run_1/met1.png
The bar under the picture is 20 um long. Supply wires on this layer in grey.
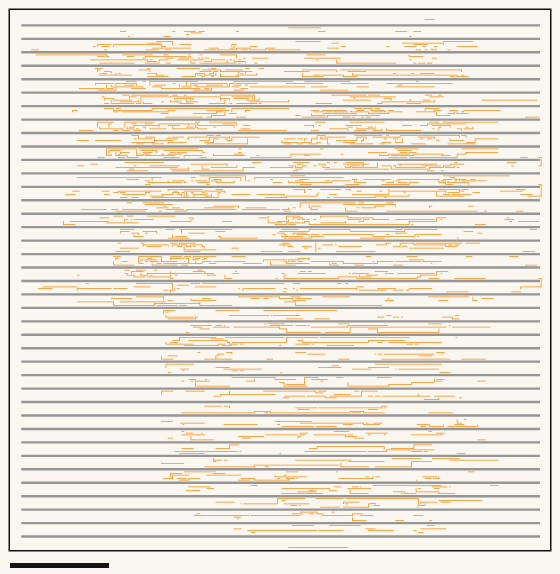
run_1/met2.png
The bar under the picture is 20 um long.
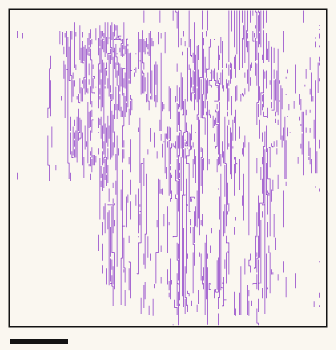
run_1/met3.png
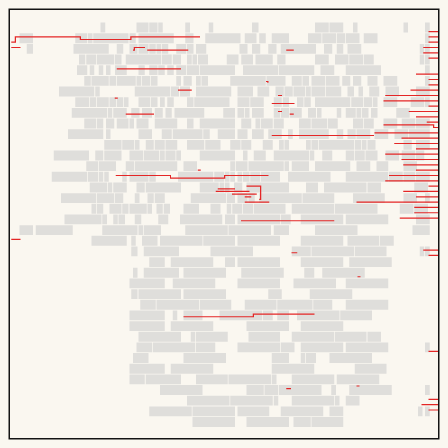
run_1/met4.png
The bar under the picture is 20 um long. Supply wires on this layer in grey.
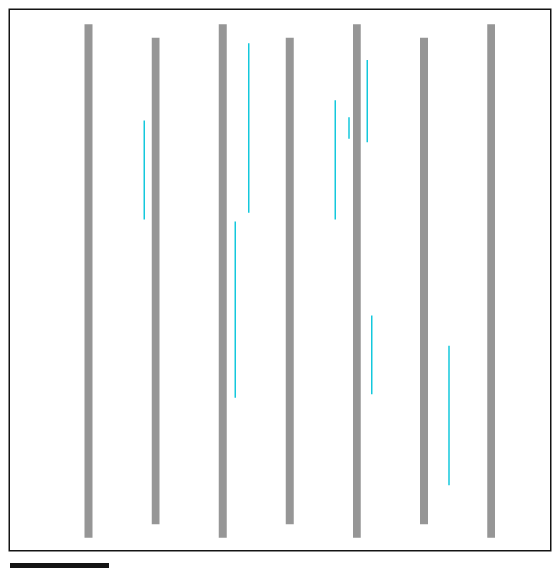
$ cat src/rtl/uart_rx_mmio_if.sv
// uart_rx_mmio_if
// CPU data-bus bundle for the memory-mapped UART receiver.
//   MemRead    : read strobe, held for one whole CPU cycle
//   MemWrite   : write strobe, held for one whole CPU cycle
//   Address    : byte address
//   Write_data : store data
//   Read_data  : load data, driven combinationally by the selected responder
// master = CPU side, slave = peripheral side.
interface uart_rx_mmio_if;
  logic        MemRead;
  logic        MemWrite;
  logic [31:0] Address;
  logic [31:0] Write_data;
  logic [31:0] Read_data;

  modport master (
    output MemRead, MemWrite, Address, Write_data,
    input  Read_data
  );

  modport slave (
    input  MemRead, MemWrite, Address, Write_data,
    output Read_data
  );
endinterface

$ cat src/rtl/uart_rx_mmio.sv
// uart_rx_mmio
// Memory-mapped UART receiver. Deserialises 8N1 frames (8E1 when the
// UART_RX_PARITY_EN macro is defined) from uart_rx into a byte FIFO and
// exposes it through three word registers:
//   BASE_ADDR+0 RXDATA : read pops the head byte (0 when empty), writes ignored
//   BASE_ADDR+4 STATUS : [0] ~empty [1] full [2] overrun [3] frame_err
//                        [4] parity_err [15:8] count; W1C on [4:2]
//   BASE_ADDR+8 CTRL   : [0] irq_en
// Ports:
//   reset   : asynchronous, active-low reset
//   clk     : system clock
//   bus     : CPU data bus (slave modport of uart_rx_mmio_if)
//   uart_rx : asynchronous serial input, idle high
//   irqout  : registered level interrupt, irq_en & ~empty
// Optional feature macro: UART_RX_PARITY_EN (even parity bit after data).
module uart_rx_mmio #(
  parameter logic [31:0] BASE_ADDR    = 32'h40000020,
  parameter int          CLKS_PER_BIT = 5208,
  parameter int          FIFO_DEPTH   = 8
) (
  input  logic          reset,
  input  logic          clk,
  uart_rx_mmio_if.slave bus,
  input  logic          uart_rx,
  output logic          irqout
);

  localparam int PTR_W = $clog2(FIFO_DEPTH);
  localparam int CNT_W = $clog2(CLKS_PER_BIT);
  localparam logic [CNT_W-1:0] HALF_BIT  = CNT_W'(CLKS_PER_BIT / 2);
  localparam logic [CNT_W-1:0] FULL_BIT  = CNT_W'(CLKS_PER_BIT - 1);
  localparam logic [PTR_W:0]   DEPTH_CNT = (PTR_W+1)'(FIFO_DEPTH);

`ifdef UART_RX_PARITY_EN
  typedef enum logic [2:0] {IDLE, START, DATA, PARITY, STOP} state_t;
`else
  typedef enum logic [2:0] {IDLE, START, DATA, STOP} state_t;
`endif

  state_t           state, state_next;
  logic [CNT_W-1:0] cnt, cnt_next;
  logic [7:0]       shift, shift_next;
  logic [2:0]       bit_idx, bit_next;
  logic             rx_meta, rx_sync;
  logic             push, frame_set;

  logic [7:0]       mem [FIFO_DEPTH];
  logic [PTR_W-1:0] wr_ptr, rd_ptr;
  logic [PTR_W:0]   count;
  logic             empty, full, pop, push_ok, overrun_set;
  logic             overrun, frame_err, parity_err, irq_en;

  logic [29:0]      word_addr;
  logic             sel_data, sel_status, sel_ctrl, status_wr;
  logic             unused_ok;

`ifdef UART_RX_PARITY_EN
  logic par_bad, par_bad_next, parity_set;
`endif

  // Two-flop synchroniser; resets to the idle-high line level so a reset
  // never looks like a start bit.
  always_ff @(posedge clk or negedge reset) begin
    if (!reset) begin
      rx_meta <= 1'b1;
      rx_sync <= 1'b1;
    end else begin
      rx_meta <= uart_rx;
      rx_sync <= rx_meta;
    end
  end

  // Receiver state and datapath registers; a reset mid-frame simply
  // returns to IDLE and the partial shift register is never pushed.
  always_ff @(posedge clk or negedge reset) begin
    if (!reset) begin
      state   <= IDLE;
      cnt     <= '0;
      shift   <= '0;
      bit_idx <= '0;
`ifdef UART_RX_PARITY_EN
      par_bad <= 1'b0;
`endif
    end else begin
      state   <= state_next;
      cnt     <= cnt_next;
      shift   <= shift_next;
      bit_idx <= bit_next;
`ifdef UART_RX_PARITY_EN
      par_bad <= par_bad_next;
`endif
    end
  end

  // Next-state logic. The half-bit wait in START lands every later sample
  // near the centre of its bit; each sample then reloads a full bit time.
  always_comb begin
    state_next = state;
    cnt_next   = cnt;
    shift_next = shift;
    bit_next   = bit_idx;
    push       = 1'b0;
    frame_set  = 1'b0;
`ifdef UART_RX_PARITY_EN
    par_bad_next = par_bad;
    parity_set   = 1'b0;
`endif
    case (state)
      IDLE: begin
        if (!rx_sync) begin
          cnt_next   = HALF_BIT;
          state_next = START;
        end
      end
      START: begin
        if (cnt == '0) begin
          if (!rx_sync) begin
            state_next = DATA;
            cnt_next   = FULL_BIT;
            bit_next   = 3'd0;
          end else begin
            state_next = IDLE;
          end
        end else begin
          cnt_next = cnt - 1'b1;
        end
      end
      DATA: begin
        if (cnt == '0) begin
          shift_next = {rx_sync, shift[7:1]};
          cnt_next   = FULL_BIT;
          bit_next   = bit_idx + 3'd1;
          if (bit_idx == 3'd7) begin
`ifdef UART_RX_PARITY_EN
            state_next = PARITY;
`else
            state_next = STOP;
`endif
          end
        end else begin
          cnt_next = cnt - 1'b1;
        end
      end
`ifdef UART_RX_PARITY_EN
      PARITY: begin
        if (cnt == '0) begin
          par_bad_next = ^{shift, rx_sync};
          cnt_next     = FULL_BIT;
          state_next   = STOP;
        end else begin
          cnt_next = cnt - 1'b1;
        end
      end
`endif
      STOP: begin
        if (cnt == '0) begin
          state_next = IDLE;
          frame_set  = ~rx_sync;
`ifdef UART_RX_PARITY_EN
          parity_set = par_bad;
          push       = rx_sync & ~par_bad;
`else
          push       = rx_sync;
`endif
        end else begin
          cnt_next = cnt - 1'b1;
        end
      end
      default: state_next = IDLE;
    endcase
  end

  // Word-granular decode; Address[1:0] are ignored.
  assign word_addr  = bus.Address[31:2];
  assign sel_data   = (word_addr == BASE_ADDR[31:2]);
  assign sel_status = (word_addr == BASE_ADDR[31:2] + 30'd1);
  assign sel_ctrl   = (word_addr == BASE_ADDR[31:2] + 30'd2);
  assign status_wr  = bus.MemWrite & sel_status;

  assign empty       = (count == '0);
  assign full        = (count == DEPTH_CNT);
  assign pop         = bus.MemRead & sel_data & ~empty;
  // A simultaneous pop frees the slot, so a push into a full FIFO survives.
  assign push_ok     = push & (~full | pop);
  assign overrun_set = push & full & ~pop;

  // FIFO storage needs no reset; only the pointers and count define validity.
  always_ff @(posedge clk) begin
    if (push_ok) mem[wr_ptr] <= shift;
  end

  // FIFO pointers and occupancy.
  always_ff @(posedge clk or negedge reset) begin
    if (!reset) begin
      wr_ptr <= '0;
      rd_ptr <= '0;
      count  <= '0;
    end else begin
      if (push_ok) wr_ptr <= wr_ptr + 1'b1;
      if (pop)     rd_ptr <= rd_ptr + 1'b1;
      case ({push_ok, pop})
        2'b10:   count <= count + 1'b1;
        2'b01:   count <= count - 1'b1;
        default: count <= count;
      endcase
    end
  end

  // Sticky error flags with W1C; a set event in the clear cycle wins.
  always_ff @(posedge clk or negedge reset) begin
    if (!reset) begin
      overrun   <= 1'b0;
      frame_err <= 1'b0;
      irq_en    <= 1'b0;
      irqout    <= 1'b0;
    end else begin
      overrun   <= overrun_set | (overrun & ~(status_wr & bus.Write_data[2]));
      frame_err <= frame_set | (frame_err & ~(status_wr & bus.Write_data[3]));
      if (bus.MemWrite && sel_ctrl) irq_en <= bus.Write_data[0];
      irqout    <= irq_en & ~empty;
    end
  end

`ifdef UART_RX_PARITY_EN
  // Parity error flag, same sticky W1C behaviour as the others.
  always_ff @(posedge clk or negedge reset) begin
    if (!reset) begin
      parity_err <= 1'b0;
    end else begin
      parity_err <= parity_set | (parity_err & ~(status_wr & bus.Write_data[4]));
    end
  end
`else
  assign parity_err = 1'b0;
`endif

  // Combinational load data; zero whenever this block is not being read.
  always_comb begin
    bus.Read_data = '0;
    if (bus.MemRead) begin
      if (sel_data && !empty) begin
        bus.Read_data = {24'b0, mem[rd_ptr]};
      end else if (sel_status) begin
        bus.Read_data = {16'b0, 8'(count), 3'b0, parity_err, frame_err,
                         overrun, full, ~empty};
      end else if (sel_ctrl) begin
        bus.Read_data = {31'b0, irq_en};
      end
    end
  end

  assign unused_ok = &{1'b0, bus.Address[1:0], bus.Write_data};

endmodule

$ cat src/flat_wrapper.sv
// flat-port wrapper written by rule: the top's interface ports become plain ports
module uart_rx_mmio_flat 
#(
  parameter logic [31:0] BASE_ADDR    = 32'h40000020,
  parameter int          CLKS_PER_BIT = 5208,
  parameter int          FIFO_DEPTH   = 8
)
  (reset, clk, uart_rx, irqout, bus_MemRead, bus_MemWrite, bus_Address, bus_Write_data, bus_Read_data);
  uart_rx_mmio_if bus_i ();
  input  logic reset;
  input  logic clk;
  input  logic uart_rx;
  output logic irqout;
  input wire logic [$bits(bus_i.MemRead)-1:0] bus_MemRead;
  input wire logic [$bits(bus_i.MemWrite)-1:0] bus_MemWrite;
  input wire logic [$bits(bus_i.Address)-1:0] bus_Address;
  input wire logic [$bits(bus_i.Write_data)-1:0] bus_Write_data;
  output wire logic [$bits(bus_i.Read_data)-1:0] bus_Read_data;
  assign bus_i.MemRead = bus_MemRead;
  assign bus_i.MemWrite = bus_MemWrite;
  assign bus_i.Address = bus_Address;
  assign bus_i.Write_data = bus_Write_data;
  assign bus_Read_data = bus_i.Read_data;
  uart_rx_mmio #(.BASE_ADDR(BASE_ADDR), .CLKS_PER_BIT(CLKS_PER_BIT), .FIFO_DEPTH(FIFO_DEPTH)) u_core (.reset(reset), .clk(clk), .bus(bus_i), .uart_rx(uart_rx), .irqout(irqout));
endmodule
$ cat config.mk
export PLATFORM = sky130hd
export DESIGN_NAME = uart_rx_mmio_flat
export DESIGN_NICKNAME = d
export VERILOG_FILES = /design/src/rtl/uart_rx_mmio_if.sv /design/src/rtl/uart_rx_mmio.sv /design/src/flat_wrapper.sv
export SDC_FILE = /design/constraint.sdc
export NUM_CORES = 1
export LEC_CHECK = 0
export ABC_CLOCK_PERIOD_IN_PS = 3200
export CORE_MARGIN = 2
export CORE_UTILIZATION = 47
export DETAILED_ROUTE_END_ITERATION = 8
export HOLD_SLACK_MARGIN = 0.03
export MAX_ROUTING_LAYER = met4
export PLACE_DENSITY = 0.77
export SYNTH_ARGS = -nofsm -noshare
export SYNTH_HDL_FRONTEND = slang
export SYNTH_SLANG_ARGS = --single-unit
$ cat constraint.sdc
create_clock -name clk -period 3.2 [get_ports clk]
set_clock_uncertainty 0.15 [all_clocks]
set_input_delay 0.32 -clock clk [delete_from_list [all_inputs] [get_ports clk]]
set_output_delay 0.32 -clock clk [all_outputs]
set_load 0.01 [all_outputs]
==> flow_summary_export.csv, run 1 <==
group,metric,value,unit
status,status,"finished clean",
route,route.detailed.drc,0,
job,warnings,62,
logic_synthesis,top_cell_area_share,0.369,
logic_synthesis,synth_chip_area,5200,um^2
floorplanning,num_io_pins,102,
critical_path,worstPathCellList,"clkdlybuf4s50_1 -> nor4_2 -> nand4_1 -> buf_4 -> or2_2 -> nor3_2 -> buf_4 -> buf_4 -> and2_1 -> dlygate4sd2_1",
clocking,clk_root_buffer_cell,"clkbuf_8",
floorplanning,die_w,109,um
route,vias_per_cell,5.59,
critical_path,cpMostUsedCell,"buf_4",
global_routing,grt_pass1_wl,16600,um
global_routing,grt_use_total,0.188,
logic_synthesis,synth-edff-count,64,
clocking,clk_pin_slew,0.09,ns
floorplanning,die-area,11900,um^2
placement,dpl-instance-area,5890,um^2
floorplanning,die-height,109,um
global_routing,grt_max_degree,43,
power_and_ir_drop,peakVddDrop,0.227,mV
timing,slew_violations,0,
critical_path,cpMaxStageDelayCell,"clkdlybuf4s50_1",
clocking,cts_max_level,3,
logic_synthesis,synth_warnings,0,
logic_synthesis,synthFlopType,"edfxtp_1",
logic_synthesis,syn_avg_cell_area,13.0,um^2
placement,dpl.hpwl,7160,um
timing,finalSetupViolations,0,
layout,fin_util,0.564,
layout,final_net_count,549,
logic_synthesis,ys_seq_frac,0.572,
layout,post-route-cell-area,6110,um^2
timing,slew_headroom,0.357,
logic_synthesis,async_flop_share,0.396,
floorplanning,floorplan.core_util,0.480,
logic_synthesis,ys_ff,106,
worst_hold_path,worstHoldStart,"uart_rx",
critical_path,cp-start-kind,"input pin",
layout,area_delta_synth_final,17.6,%
logic_synthesis,ys_cells,399,
layout,fin_cells,613,
global_routing,overflow,0,
critical_path,worst-setup-path-type,"input pin to output pin",
worst_hold_path,hold_path.class,"input pin to flip-flop",
worst_hold_path,hold_end,"u_core.rx_meta",
critical_path,path_buffers,5,
route,drt_iter0_drc,187,
layout,drive_above_1_share,0.182,
floorplanning,core,10800,um^2
critical_path,r2r_start,"u_core.cnt[0]",
placement,place_inst,595,
placement,port_buffers,50,
clocking,clock-sinks,106,
clocking,cts_buffers,9,
global_routing,grt_pass1_vias,3353,
power_and_ir_drop,power.leakage,2.52,nW
route,firstDrtPassIters,4,
layout,seq_area,2980,um^2
critical_path,reg2reg_to,"u_core.count[2]",
critical_path,crit_family,"buffers and inverters",
timing,tightest_slew,0.964,ns
timing,timing.final.hold_violations,0,
critical_path,cp.required,2.73,ns
layout,combGateArea,2020,um^2
critical_path,reg2reg_slack,0.26,ns
timing,timing.fmax,327,MHz
timing,finalCriticalPeriod,3.06,ns
timing,whs,0.197,ns
logic_synthesis,synth_cells,399,
clocking,cts_tree,"built",
worst_hold_path,min_path_cells,1,
placement,gp_congestion,0.862,
critical_path,path_max_fanout,5,
critical_path,max_stage_delay,0.41,ns
logic_synthesis,synth_area_leader_cell,"edfxtp_1",
timing,post-route-period-util,0.955,
critical_path,crit_start,"bus_Address[6]",
global_routing,antenna_found_initial,0,
job,cap_violations,0,
route,antenna_left,0,
logic_synthesis,netlist_area,5200,um^2
critical_path,crit_arrival,2.59,ns
power_and_ir_drop,finalPower,2.33,mW
clocking,clk_latency,0.37,ns
timing,rsz0062_at_grt,"no",
critical_path,cp-end-kind,"output pin",
power_and_ir_drop,power_density,381,nW/um^2
layout,num-fill-cells,860,
logic_synthesis,netlist_top_cells_area,"edfxtp_1 (37%), dfrtp_1 (19%), mux4_2 (6.9%)",
route,wire_per_inst,16.5,um
Back to the opening pictures, met1.png:
main direction	horizontal
nets with wire on the layer	439
share of all routed wire	42%
met1 Use GR: 0.236
Routed WL: 10100 um
routed vias: 3424

Back to the opening pictures, met2.png:
share of all routed wire	51%
main direction	vertical
wire length on this layer	5130 um
met2 usage: 0.304

Back to the opening pictures, met3.png:
nets with wire on the layer	61
main direction	horizontal
wire length on this layer	527 um
longest straight run	25.8 um
share of all routed wire	5.2%
M3 GR Usage: 0.0472

Back to the opening pictures, met4.png:
main direction	vertical
longest straight run	35.4 um
nets with wire on the layer	5
wire length on this layer	177 um

run 1: final cells by class:
| type | count | area share |
|---|---|---|
| clock buffers | 10 | 0.0209 |
| clock inverters | 6 | 0.0104 |
| inverters | 10 | 0.00614 |
| multi-input cells | 262 | 0.331 |
| flip-flops and latches | 106 | 0.487 |
| well taps | 140 | 0.0286 |
| repair buffers | 79 | 0.116 |
run 1: repair_timing:
item	CTS	global route
gates resized	9	9
setup endpoints to repair	11	9
hold endpoints to repair	40	0
pin swaps	2	3
hold buffers	1	0
setup buffers	1	0
run 1: stage by stage:
step / TNS, ns / setup WS (ns)
detailed placement: -1.56 / -0.201
global route: 0 / 0.000949
CTS: 0 / 0.00362
global placement: -0.188 / -0.0812
finish: 0 / 0.145
floorplan: 0 / 0.216
run 1: where the power goes:
part           total (mW)  switching [mW]  internal [mW]  leakage [nW]
Clock               0.805           0.441          0.364        0.0963
Sequential           1.44         0.00127           1.44          1.27
Combinational      0.0838          0.0377         0.0461          1.15
Total                2.33           0.480           1.85          2.52
run 1: cell usage in the layout (no fill, tap or decap), drive strengths merged, types with 11 or more instances in the layout:
cell            n
a21oi          14
buf            29
clkbuf         12
clkdlybuf4s50  39
conb           20
dfrtp          40
edfxtp         64
ha             12
inv            12
mux2           11
mux4           16
nand2          22
nor2           28
nor3           11
nor4           13
o21ai          17
run 1: routing by layer:
| layer | global-route usage | up-vias | part of all wire |
|---|---|---|---|
| met2 | 0.304 | 93 | 0.51 |
| met5 | - | - | 0 |
| li1 | - | 1631 | - |
| met3 | 0.0472 | 16 | 0.052 |
| met4 | 0.0570 | 0 | 0.017 |
| met1 | 0.236 | 1684 | 0.42 |
run 1: worst max-delay path by stage:
stage | to | slack, ns | cells past startpoint
floorplan | u_core.mem[1][0] | 0.22 | 7
global placement | bus_Read_data[3] | -0.08 | 7
detailed placement | bus_Read_data[1] | -0.20 | 9
CTS | bus_Read_data[11] | 0.004 | 9
global route | bus_Read_data[10] | 0.0009 | 10
finish | bus_Read_data[10] | 0.14 | 10
run 1: Yosys cell counts, types with 10 or more instances:
master and count:
edfxtp_1 64, dfrtp_1 40, nor2_1 28, nand2_1 22
buf_4 21, mux4_2 16, o21ai_0 16, a21oi_1 14
ha_1 12, mux2_2 11, inv_1 10, nor3_1 10
run 1: registers in the layout, summed over array words and instances, names as in the netlist:
register          flops
u_core.irq_en         1
u_core.irqout         1
u_core.count          4
u_core.mem           64
u_core.overrun        1
u_core.cnt           13
u_core.rd_ptr         3
u_core.bit_idx        3
u_core.shift          8
u_core.frame_err      1
u_core.wr_ptr         3
u_core.rx_meta        1
u_core.rx_sync        1
u_core.state          2
run 1: logic make-up after synthesis:
kind of cell | Yosys count | share of synthesized area
flip-flops | 106 | 0.572
adder cells (fa/ha/maj) | 12 | 0.0289
XOR/XNOR | 6 | 0.0101
AND/OR/NAND/NOR | 118 | 0.130
buffers and inverters | 50 | 0.0565
multiplexers | 36 | 0.110
other | 1 | 0.000721
AND-OR/OR-AND | 70 | 0.0917
==> inputs of run 2 (changes only) <==
--- a/config.mk
+++ b/config.mk
@@ -6,12 +6,14 @@
 export NUM_CORES = 1
 export LEC_CHECK = 0
 export ABC_CLOCK_PERIOD_IN_PS = 3200
+export CAP_MARGIN = 20
 export CORE_MARGIN = 2
 export CORE_UTILIZATION = 47
 export DETAILED_ROUTE_END_ITERATION = 8
 export HOLD_SLACK_MARGIN = 0.03
 export MAX_ROUTING_LAYER = met4
 export PLACE_DENSITY = 0.77
+export SLEW_MARGIN = 20
 export SYNTH_ARGS = -nofsm -noshare
 export SYNTH_HDL_FRONTEND = slang
 export SYNTH_SLANG_ARGS = --single-unit
run_2/met3.png
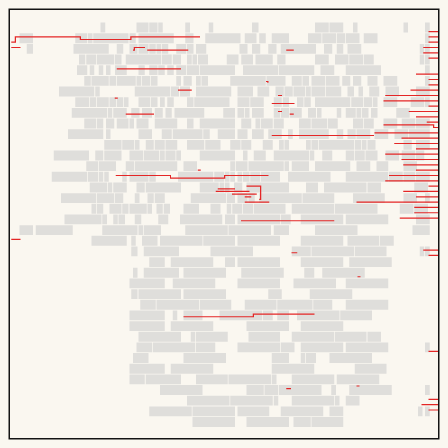
wire length on this layer	527 um
share of all routed wire	5.2%
nets with wire on the layer	61
main direction	horizontal

run_2/met4.png
The bar under the picture is 20 um long. Supply wires on this layer in grey.
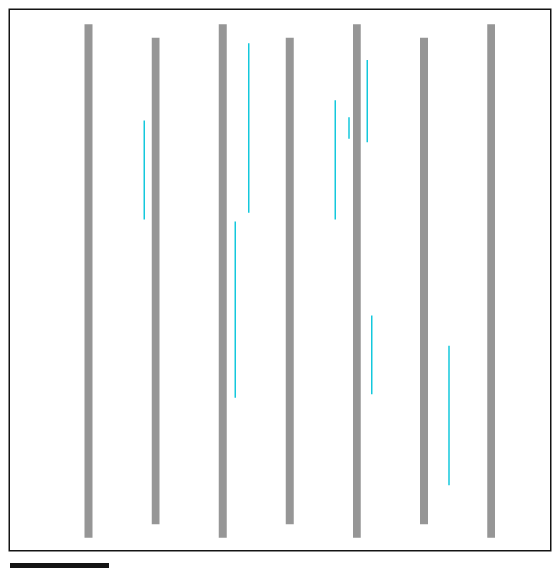
longest straight run	35.4 um
main direction	vertical

==> run 2 against run 1 <==
Effect of this change: global-route usage is the same; count of clock-buffer cells in the layout unchanged; critical endpoint unchanged; first-iteration DRC count is the same; critical path depth is the same; sequential share of layout area is the same; utilization unchanged; critical path type unchanged; design area unchanged; setup slack unchanged; via count did not move; maximum frequency unchanged; clock power is essentially flat; area after synthesis did not move.
==> flow_summary_export.csv, run 2 <==
group,metric,value,unit
logic_synthesis,synth_area_leader_cell,"edfxtp_1",
global_routing,grt_pass1_wl,16600,um
layout,lay_top_cells,"edfxtp_1 (64), dfrtp_1 (40), clkdlybuf4s50_1 (39)",
power_and_ir_drop,power.switching,0.480,mW
clocking,cts_max_level,3,
placement,place_inst,595,
timing,finalSetupViolations,0,
logic_synthesis,synth_cells,399,
critical_path,path_max_fanout,5,
status,status,"finished clean",
route,drt_iter0_drc,187,
timing,slew_violations,0,
logic_synthesis,netlist_top_cells_area,"edfxtp_1 (37%), dfrtp_1 (19%), mux4_2 (6.9%)",
layout,largest_reg_flops,64,
global_routing,overflow,0,
placement,gp_congestion,0.862,
layout,drive_above_1_share,0.182,
route,drt_wl_total,10100,um
worst_hold_path,min_path_cells,1,
timing,setup_ws,0.145,ns
logic_synthesis,synth-edff-count,64,
global_routing,grt_use_total,0.188,
layout,reg_top3,"u_core.mem: 64 flops, u_core.cnt: 13 flops, u_core.shift: 8 flops",
power_and_ir_drop,power_density,381,nW/um^2
clocking,cts_tree,"built",
timing,tightest_slew,0.964,ns
placement,dpl_worst_slack,-0.201,ns
route,vias_per_cell,5.59,
timing,finalCriticalPeriod,3.06,ns
worst_hold_path,worstHoldStart,"uart_rx",
power_and_ir_drop,swShare,0.206,
timing,slew_headroom,0.357,
critical_path,cp-start-kind,"input pin",
global_routing,grt_pass1_vias,3353,
job,cap_violations,0,
route,wire_per_inst,16.5,um
logic_synthesis,ys_seq_frac,0.572,
floorplanning,core,10800,um^2
layout,layout.cells.most_common,"edfxtp_1",
logic_synthesis,synthFlopType,"edfxtp_1",
critical_path,r2r_start,"u_core.cnt[0]",
timing,post-route-period-util,0.955,
power_and_ir_drop,comb_power_share,0.036,
logic_synthesis,netlist_area,5200,um^2
logic_synthesis,ys_ff,106,
power_and_ir_drop,peakVddDrop,0.227,mV
critical_path,cp-end-kind,"output pin",
clocking,clk_root_buffer_cell,"clkbuf_8",
clocking,clk_pin_slew,0.09,ns
worst_hold_path,hold_path.class,"input pin to flip-flop",
critical_path,crit_start,"bus_Address[6]",
clocking,clk_latency,0.37,ns
power_and_ir_drop,power.leakage,2.52,nW
placement,port_buffers,50,
floorplanning,die-height,109,um
global_routing,antenna_found_initial,0,
timing,timing.fmax,327,MHz
clocking,cts_buffers,9,
floorplanning,num_io_pins,102,
route,route.detailed.drc,0,
route,vias,3424,
logic_synthesis,synth_warnings,0,
job,warnings,62,
power_and_ir_drop,pwr-share-clk,0.346,
route,firstDrtPassIters,4,
critical_path,crit_arrival,2.59,ns
timing,rsz0062_at_grt,"no",
global_routing,grt_max_degree,43,
power_and_ir_drop,p_int,1.85,mW
timing,setup_tns,0,ns
critical_path,worst-setup-path-type,"input pin to output pin",
-- run 2: cell counts after synthesis --
Identical to the previous run, type by type.
-- run 2: worst max-delay path: stages --
cell             delay (ns)
clkdlybuf4s50_1        0.41
nor4_2                 0.30
nand4_1                0.19
buf_4                  0.20
or2_2                  0.31
nor3_2                 0.17
buf_4                  0.15
buf_4                  0.13
and2_1                 0.13
dlygate4sd2_1          0.27
-- run 2: logic make-up (layout without fill, tap and decap cells) --
| logic type | count (synthesis) | in the layout | share of synthesized area |
|---|---|---|---|
| flops | 106 | 106 | 0.572 |
| xor+xnor | 6 | 6 | 0.0101 |
| compound gates | 70 | 70 | 0.0917 |
| buf+inv | 50 | 105 | 0.0565 |
| mux | 36 | 36 | 0.110 |
| fa+ha+maj | 12 | 12 | 0.0289 |
| other cells | 1 | 20 | 0.000721 |
| simple gates | 118 | 118 | 0.130 |
-- run 2: cell type report --
type / count / area, um^2
Fill cell: 860 / 4730
Clock inverter: 6 / 63.8
Tap cell: 140 / 175
Timing Repair Buffer: 79 / 711
Multi-Input combinational cell: 262 / 2020
Inverter: 10 / 37.5
Clock buffer: 10 / 128
Sequential cell: 106 / 2980
-- run 2: stage by stage --
| step | power, mW | hold slack [ns] | area (um^2) |
|---|---|---|---|
| final | 2.33 | 0.197 | 6110 |
| after global routing | 2.41 | 0.181 | 6110 |
| after CTS | 2.35 | 0.177 | 6110 |
| after detailed placement | 1.55 | 0.197 | 5890 |
| after global placement | 1.55 | 0.196 | 5890 |
| after floorplan | 1.51 | -0.126 | 5270 |
-- run 2: power by group through the flow --
stage	Sequential, mW	Combinational [mW]	Clock (mW)
2_1_floorplan	1.47	0.0378	0
3_3_place_gp	1.47	0.0803	0
3_5_place_dp	1.47	0.0818	0
4_1_cts	1.44	0.0839	0.826
5_1_grt	1.44	0.0936	0.878
6_report	1.44	0.0838	0.805
-- run 2: worst paths after layout --
path                       slack [ns]                 to
setup / recovery                 0.14  bus_Read_data[10]
hold / removal                   0.20     u_core.rx_meta
setup reg to reg                 0.26    u_core.count[2]
hold reg to reg                  0.21     u_core.rx_sync
max in group asynchronous        1.82   u_core.wr_ptr[2]
min in group asynchronous        0.49    u_core.state[0]
-- run 2: routing by layer --
layer / share of wire / global-route usage / up-vias / wire, um
met2: 0.51 / 0.304 / 93 / 5130
met3: 0.052 / 0.0472 / 16 / 527
met4: 0.017 / 0.0570 / 0 / 176
met5: 0 / - / - / 0
li1: - / - / 1631 / -
met1: 0.42 / 0.236 / 1684 / 4280
-- run 2: repair_timing --
action | CTS | global route
resized | 9 | 9
setup buffers | 1 | 0
hold buffers | 1 | 0
endpoints found under the setup margin | 11 | 9
hold endpoints to repair | 40 | 0
pin swaps | 2 | 3
==> inputs of run 3 (changes only) <==
--- a/config.mk
+++ b/config.mk
@@ -7,7 +7,7 @@
 export LEC_CHECK = 0
 export ABC_CLOCK_PERIOD_IN_PS = 3200
 export CAP_MARGIN = 20
-export CORE_MARGIN = 2
+export CORE_MARGIN = 8
 export CORE_UTILIZATION = 47
 export DETAILED_ROUTE_END_ITERATION = 8
 export HOLD_SLACK_MARGIN = 0.03
run_3/final_congestion.png
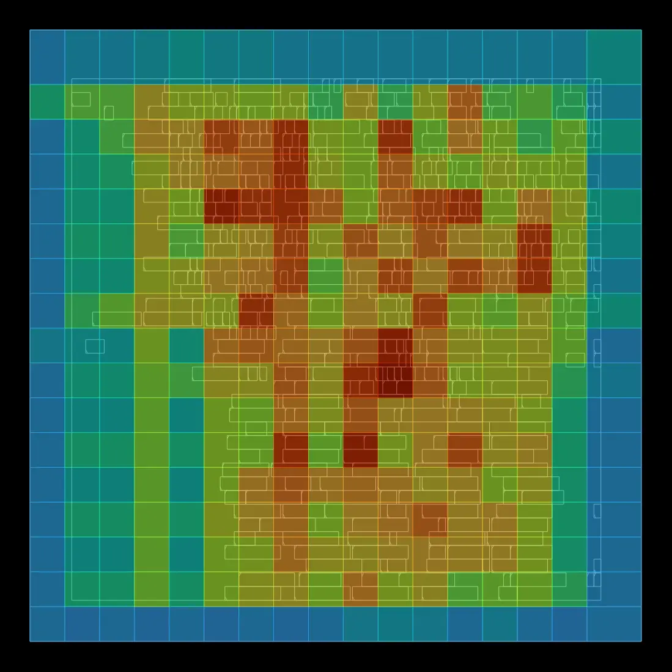
Core Util, Final: 0.565
M3 GR Usage: 0.0326

run_3/met1.png
The bar under the picture is 20 um long. Supply wires on this layer in grey.
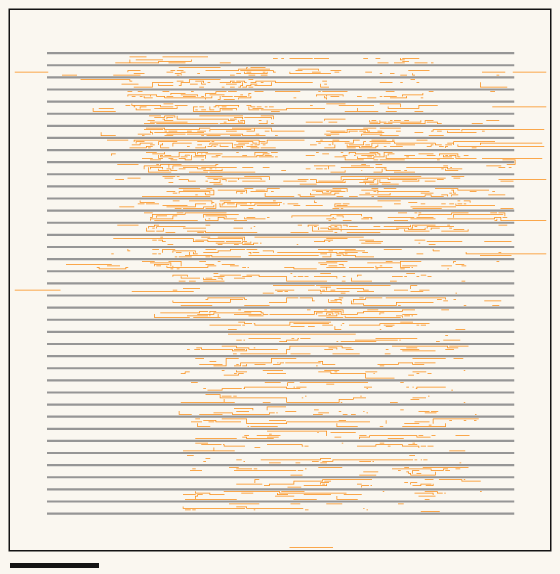
wire length on this layer	4200 um
longest straight run	28.5 um
met1 Use GR: 0.164
Routed WL: 10700 um

==> run 3 against run 2 <==
Effect of this change: flip-flop count unchanged; count of clock-buffer cells in the layout unchanged; register-to-register slack about the same.
==> flow_summary_export.csv, run 3 <==
group,metric,value,unit
status,status,"finished clean",
timing,finalSetupViolations,0,
job,cap_violations,0,
critical_path,reg2reg_slack,0.25,ns
route,vias_per_cell,5.62,
critical_path,r2r_start,"u_core.cnt[0]",
critical_path,reg2reg_to,"u_core.count[2]",
floorplanning,num_io_pins,102,
power_and_ir_drop,peakVddDrop,0.183,mV
timing,post-route-period-util,0.961,
layout,drive_above_1_share,0.183,
placement,place_inst,596,
global_routing,antenna_found_initial,0,
logic_synthesis,synth_area_leader_cell,"edfxtp_1",
power_and_ir_drop,p_int,1.77,mW
timing,timing.fmax,325,MHz
route,firstDrtPassIters,4,
clocking,cts_max_level,3,
critical_path,path_buffers,3,
worst_hold_path,min_path_cells,1,
timing,tightest_slew,0.949,ns
clocking,cts_buffers,9,
clocking,clk_root_buffer_cell,"clkbuf_8",
layout,post-route-cell-area,6130,um^2
route,wire_per_inst,17.4,um
timing,setup_tns,0,ns
power_and_ir_drop,power.leakage,2.54,nW
critical_path,cpMostUsedCell,"clkdlybuf4s50_1",
global_routing,grt_use_total,0.150,
layout,combGateArea,2030,um^2
global_routing,grt_max_degree,43,
critical_path,cpMaxStageDelayCell,"clkdlybuf4s50_1",
logic_synthesis,mux_share,0.110,
placement,dpl-instance-area,5900,um^2
logic_synthesis,aoi_share,0.0917,
timing,rsz0062_at_grt,"no",
critical_path,max_stage_delay,0.54,ns
timing,slew_headroom,0.367,
layout,lay_top_cells,"edfxtp_1 (64), clkdlybuf4s50_1 (40), dfrtp_1 (40)",
worst_hold_path,worstHoldStart,"uart_rx",
layout,largest_reg_flops,64,
logic_synthesis,synth-xor-area-share,0.0101,
global_routing,grt_pass1_wl,17000,um
timing,slew_violations,0,
power_and_ir_drop,power.switching,0.475,mW
logic_synthesis,netlist_area,5200,um^2
logic_synthesis,synth-edff-count,64,
route,vias,3455,
critical_path,crit_arrival,2.61,ns
floorplanning,core,10800,um^2
timing,finalCriticalPeriod,3.08,ns
power_and_ir_drop,pwr-share-clk,0.322,
logic_synthesis,ys_seq_frac,0.572,
logic_synthesis,ys_sh_adder,0.0289,
critical_path,cp-end-kind,"output pin",
timing,whs,0.205,ns
route,drt_iter0_drc,244,
power_and_ir_drop,swShare,0.212,
critical_path,worstPathCellList,"clkdlybuf4s50_1 -> nor4b_2 -> nand4_1 -> or4_4 -> buf_6 -> nor2_1 -> clkdlybuf4s50_1",
layout,seq_area,2980,um^2
logic_synthesis,ys_ff,106,
global_routing,overflow,0,
logic_synthesis,netlist_top_cells_area,"edfxtp_1 (37%), dfrtp_1 (19%), mux4_2 (6.9%)",
layout,largest-register,"u_core.mem",
layout,reg_top3,"u_core.mem: 64 flops, u_core.cnt: 13 flops, u_core.shift: 8 flops",
worst_hold_path,hold_path.class,"input pin to flip-flop",
critical_path,crit_family,"buffers and inverters",
clocking,cts_tree,"built",
worst_hold_path,hold_end,"u_core.rx_meta",
logic_synthesis,synthTopLogicFamily,"simple AND/OR/NAND/NOR gates",
route,route.detailed.drc,0,
global_routing,grt_pass1_vias,3463,
job,warnings,62,
logic_synthesis,synthFlopType,"edfxtp_1",
power_and_ir_drop,comb_power_share,0.037,
power_and_ir_drop,power_density,367,nW/um^2
logic_synthesis,synth-simple-area-share,0.130,
critical_path,path_max_fanout,12,
layout,num-fill-cells,894,
==> run 3: cell types whose count changed in the layout (fill, tap and decap cells not counted), sizes merged <==
cell | previous run | this run
bufinv | 1 | 0
clkdlybuf4s50 | 39 | 40
dlygate4sd2 | 4 | 5
buf | 29 | 31
clkbuf | 12 | 10
inv | 12 | 13
==> run 3: layout make-up <==
| class | count | area share |
|---|---|---|
| Inverter | 10 | 0.00613 |
| Tap cell | 140 | 0.0286 |
| Multi-Input combinational cell | 262 | 0.332 |
| Clock inverter | 6 | 0.00653 |
| Clock buffer | 10 | 0.0208 |
| Timing Repair Buffer | 81 | 0.120 |
| Sequential cell | 106 | 0.486 |
==> run 3: worst reg2reg max path, delay by kind of cell, from the launching register on <==
kind | cells | cell delay [ns]
AND-OR/OR-AND | 2 | 0.21
XOR/XNOR | 1 | 0.15
AND/OR/NAND/NOR | 6 | 1.44
flip-flops | 1 | 0.42
adder cells (fa/ha/maj) | 2 | 0.39
buffers and inverters | 1 | 0.10
==> run 3: worst max-delay path by stage <==
stage	start	endpoint	slack (ns)	cells after the start
floorplan	u_core.cnt[0]	u_core.mem[1][0]	0.22	7
global placement	bus_Address[4]	bus_Read_data[1]	-0.13	8
global route	bus_Address[20]	bus_Read_data[5]	0.01	7
finish	bus_Address[15]	bus_Read_data[5]	0.12	7
CTS	bus_Address[12]	bus_Read_data[1]	0.03	8
detailed placement	bus_Address[13]	u_core.count[2]	-0.27	12
==> run 3: kinds of logic after synthesis <==
logic type	Yosys count
other	1
AOI/OAI and AO/OA	70
xor gates and xnor gates	6
adders and majority gates	12
DFF	106
buffers and inverters	50
muxes	36
and+or+nand+nor	118
==> run 3: power groups by stage <==
stage / registers (mW) / logic [mW] / clock network [mW]
3_5_place_dp: 1.47 / 0.0813 / 0
4_1_cts: 1.44 / 0.0844 / 0.749
5_1_grt: 1.44 / 0.0926 / 0.796
6_report: 1.44 / 0.0841 / 0.723
3_3_place_gp: 1.47 / 0.0801 / 0
2_1_floorplan: 1.47 / 0.0378 / 0
==> run 3: metrics by stage <==
stage               setup slack [ns]  total power [mW]
global route                  0.0120              2.33
floorplan                      0.216              1.51
CTS                           0.0330              2.27
global placement              -0.129              1.55
finish                         0.125              2.25
detailed placement            -0.275              1.55
==> run 3: per-layer routing <==
layer  track usage  share of wire
met1         0.164           0.39
met2         0.266           0.52
met3        0.0326          0.068
met4        0.0524          0.015
met5             -              0
==> run 3: repair_timing <==
| item | CTS | global route |
|---|---|---|
| hold endpoints to repair | 40 | 0 |
| gates cloned | 0 | 0 |
| endpoints found under the setup margin | 11 | 5 |
| gates resized | 11 | 5 |
| pin swaps | 3 | 3 |
| hold buffers | 1 | 0 |
| buffers inserted | 1 | 1 |
No activity file was given, so power comes from the tool's default toggle rates.
